Cell sizes after repair:
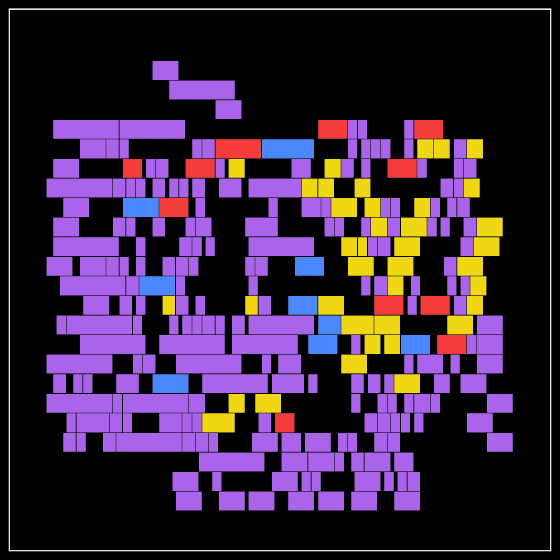
Signal wires on met2:
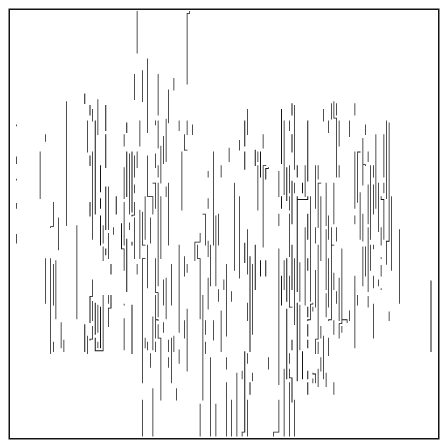
Cell density map:
Bar = 20 um. 8 x 8 tiles, from dark blue (low) to red (high), 0 to 100% covered.
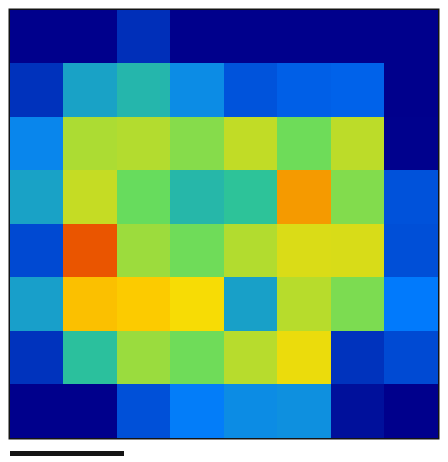
===== src/rtl/mux_rr_arbiter.sv =====
// Round-robin arbiter that picks one of eight requesters and steers that
// requester's data bit onto y. A grant lasts until the owner drops its
// request or MAX_BURST transfers complete. Every release is followed by an
// IDLE bubble, so the next arbitration always sees a refreshed pointer.
//
// state | meaning
// ------+--------------------------------------------------------------
// IDLE  | no owner; arbitrate among req starting the search at ptr
// GRANT | requester sel owns the output; count accepted transfers
module mux_rr_arbiter #(
  parameter int unsigned MAX_BURST = 4
) (
  input  logic       clk,
  input  logic       rst_n,
  input  logic [7:0] req,
  input  logic [7:0] d,
  input  logic       out_ready,
  output logic [7:0] gnt,
  output logic [2:0] sel,
  output logic       out_valid,
  output logic       y
);

  typedef enum logic {
    IDLE  = 1'b0,
    GRANT = 1'b1
  } state_t;

  // Last accepted transfer of a burst happens while bcnt holds this value.
  localparam logic [3:0] BCNT_LAST = 4'(MAX_BURST - 1);

  state_t     state;
  logic [2:0] ptr;
  logic [3:0] bcnt;

  logic [7:0] req_rot;
  logic [2:0] win_off;
  logic [2:0] winner;
  logic       owner_req;
  logic       xfer;
  logic       burst_done;

  // Rotate req so the search origin (ptr) lands on bit 0, then take the
  // lowest set bit; adding ptr back wraps naturally in 3 bits.
  always_comb begin
    req_rot = 8'({req, req} >> ptr);
    win_off = 3'd0;
    for (int i = 7; i >= 0; i--) begin
      if (req_rot[i]) begin
        win_off = 3'(i);
      end
    end
    winner = ptr + win_off;
  end

  // Output-side handshake: valid only while the owner keeps requesting.
  always_comb begin
    owner_req  = req[sel];
    out_valid  = (state == GRANT) && owner_req;
    y          = out_valid && d[sel];
    xfer       = out_valid && out_ready;
    burst_done = xfer && (bcnt == BCNT_LAST);
  end

  // Arbitration FSM; gnt and sel are registered alongside the state.
  always_ff @(posedge clk or negedge rst_n) begin
    if (!rst_n) begin
      state <= IDLE;
      ptr   <= 3'd0;
      bcnt  <= 4'd0;
      sel   <= 3'd0;
      gnt   <= 8'd0;
    end else begin
      case (state)
        IDLE: begin
          if (|req) begin
            state <= GRANT;
            sel   <= winner;
            gnt   <= 8'(8'b1 << winner);
            bcnt  <= 4'd0;
          end
        end
        GRANT: begin
          // A dropped request takes priority; it yields the same single
          // release as a completed burst, so both share one path.
          if (!owner_req || burst_done) begin
            state <= IDLE;
            ptr   <= sel + 3'd1;
            gnt   <= 8'd0;
            bcnt  <= 4'd0;
          end else if (xfer) begin
            bcnt <= bcnt + 4'd1;
          end
        end
        default: begin
          state <= IDLE;
          gnt   <= 8'd0;
          bcnt  <= 4'd0;
        end
      endcase
    end
  end

endmodule


===== config.mk =====
export PLATFORM = sky130hd
export DESIGN_NAME = mux_rr_arbiter
export DESIGN_NICKNAME = d
export VERILOG_FILES = /design/src/rtl/mux_rr_arbiter.sv
export SDC_FILE = /design/constraint.sdc
export NUM_CORES = 1
export LEC_CHECK = 0
export ABC_AREA = 1
export CAP_MARGIN = 20
export CORE_MARGIN = 5
export CORE_UTILIZATION = 40
export CTS_CLUSTER_SIZE = 20
export DETAILED_ROUTE_END_ITERATION = 7
export GPL_TIMING_DRIVEN = 0
export PLACE_DENSITY = 0.68
export SYNTH_ARGS = -nofsm -noshare
export SYNTH_HDL_FRONTEND = slang
export SYNTH_SLANG_ARGS = --single-unit

===== constraint.sdc =====
create_clock -name clk -period 8.2 [get_ports clk]
set_input_delay 1.64 -clock clk [delete_from_list [all_inputs] [get_ports clk]]
set_output_delay 1.64 -clock clk [all_outputs]
set_load 0.01 [all_outputs]

==> impl_metrics.yaml <==
# generated from flow reports
status:
  status: "completed"
layout:
  comb_cells: 184
  nFillCells: 401
  clkCellAreaFrac_pct: 2.31
  lay_top_cells: "nand2_1 (62), clkdlybuf4s50_1 (31), nand3_1 (28)"
  nets: 286
  fin_cells: 312
  largest_register_ffs: 8
  lay_top_count: "nand2_1"
  largestRegisters: "gnt (8), bcnt (4)"
  diodes: 0
  seq_area_share_pct: 22.5
  top_register: "gnt"
  flop-count: 19
  final-seq-area_um2: 475
  nClkBuffers: 3
  drive_above_1_share_pct: 22.1
  dominant_cells: "logic gates"
  bufAreaShareNonClock_pct: 17.1
routing:
  drtPass1Iterations: 4
  vias: 1567
  drc: 0
  viasPerCell: 5.02
  drt-initial-drc-count: 39
timing:
  max_slew_margin_pct: 45.6
  finalSetupTns_ns: 0
  period_used_pct: 63.0
  setup_violations: 0
  tightest_slew_ns: 0.813
  finalHoldViolCount: 0
  fin_crit_ns: 5.17
  final_max_slew_viol_count: 0
  max_freq_ghz: 0.193
  worst_hold_slack_ns: 0.514
logic_synthesis:
  synthMuxAreaShare_pct: 0
  synth_flops: 19
  synthCells: 227
  synthAoiAreaFrac_pct: 8.87
  ys_types: 35
  synthTopLogicFamily: "simple AND/OR/NAND/NOR gates"
  simple_gate_share_pct: 49.8
  synth_area_per_cell_um2: 7.46
  top_cell_area_share_pct: 28.1
  fp_nets: 250
  yosys-stat-area_um2: 1690
  yosys_cells: 227
  yosys.stat.seqShare_pct: 28.1
  yosys-top-cells-area: "dfrtp_1 (28%), nand2_1 (14%), nand3_1 (8.3%)"
  netlist_area_um2: 1690
  ys_warn_count: 0
  yosysTopAreaCell: "dfrtp_1"
  ys_sh_xor_pct: 2.07
min_path:
  hp-class: "register to register"
  min_to: "gnt[1]"
  min_from: "gnt[1]"
clocking:
  tritoncts: "built"
  clk_latency_ns: 0.26
  cts_buffer_depth: 2
  ctsResizeCount: 0
  cts-root-buf: "clkbuf_8"
  cts_setup_buffers: 0
  path_clk_slew_ns: 0.07
  htreeDepth: 1
placed_design:
  gp_congestion: 0.774
  place_hpwl_um: 3140
  place_inst: 308
  placed_area_um2: 2070
worst_setup_path:
  cpLargestDelayFamily: "buffers and inverters"
  worstReg2RegStart: "ptr[0]"
  startpoint: "req[0]"
  cp-end-kind: "output port"
  cp-endpoint: "y"
  worstRegToRegCells: 21
  critical_path_buf_inv_count: 2
  worst_path_max_delay_cell: "clkdlybuf4s50_1"
  arrival_ns: 3.53
  cp.required_ns: 6.56
  crit_chain: "clkdlybuf4s50_1, nor2_1, nor2_1, o21ai_0, nand3_1, nand3_1, a211oi_1, clkdlybuf4s50_1"
  worstSetupStartpointType: "input pin"
  timing.rr.end: "gnt[3]"
  cp.depth: 8
  worst-path-max-fanout: 4
  r2r_slack_ns: 5.39
  critical_path_class: "input pin to output port"
global_route:
  grt_pass1_wl_um: 6950
  grt_pass1_vias: 1604
  grt_max_degree: 20
  grtUsageTotal_pct: 15.5
  antenna_found_initial: 0
floorplan:
  fp-row-count: 23
  chipArea_um2: 5630
  ios: 32
  die_w_um: 75.1
  n_tap_cell: 50
  die_y_um: 75.1
  core_um2: 4060
job:
  drv_cap: 0
power:
  power_density_nw_per_um2: 419
  power_mw: 0.887
About 'cell sizes after repair':
[red] x3 and x4 | cells: 11
[yellow] x2 | cells: 38
[purple] x1 and smaller | cells: 204
[blue] x6 and larger | cells: 9
setup ws final: 3.03 ns
non-clock buffer count: 37
design area: 2110 um2

About 'signal wires on met2':
nets with wire on the layer: 233
longest straight run: 23.8 um
wire length on this layer: 1,880 um

About 'cell density map':
mean over tiles: 36%
emptiest ninth of the die: top right
nearly empty tiles: 19%
tiles over 75% full: 6.2%
Floorplan Utilization: 41.7%
final core occ: 52.1%

where the power goes:
part           switching, mW  total [mW]  internal [mW]
clock network         0.0338      0.0681         0.0343
logic                  0.406       0.660          0.254
registers             0.0314       0.159          0.128
synth_stat cells, drive strengths merged:
master  number
xor2         2
nand3       43
a211oi       1
a21oi        4
nand4        2
inv         18
nor3         2
a32o         1
o21bai       1
nor4         2
buf          6
o21ai       13
nor2        16
ha           3
xnor2        2
a21boi       1
nand2       87
fa           1
o211ai       1
a22oi        1
dfrtp       19
o22ai        1
metal layers:
| layer | global-route usage (%) | routed length (um) | part of all wire [%] |
|---|---|---|---|
| met5 | 0 | 0 | 0 |
| met4 | 2.96 | 34 | 0.87 |
| met3 | 1.47 | 139 | 3.6 |
| met2 | 27.6 | 1880 | 48 |
| met1 | 20.4 | 1860 | 48 |
Power and IR drop assume default switching activity.
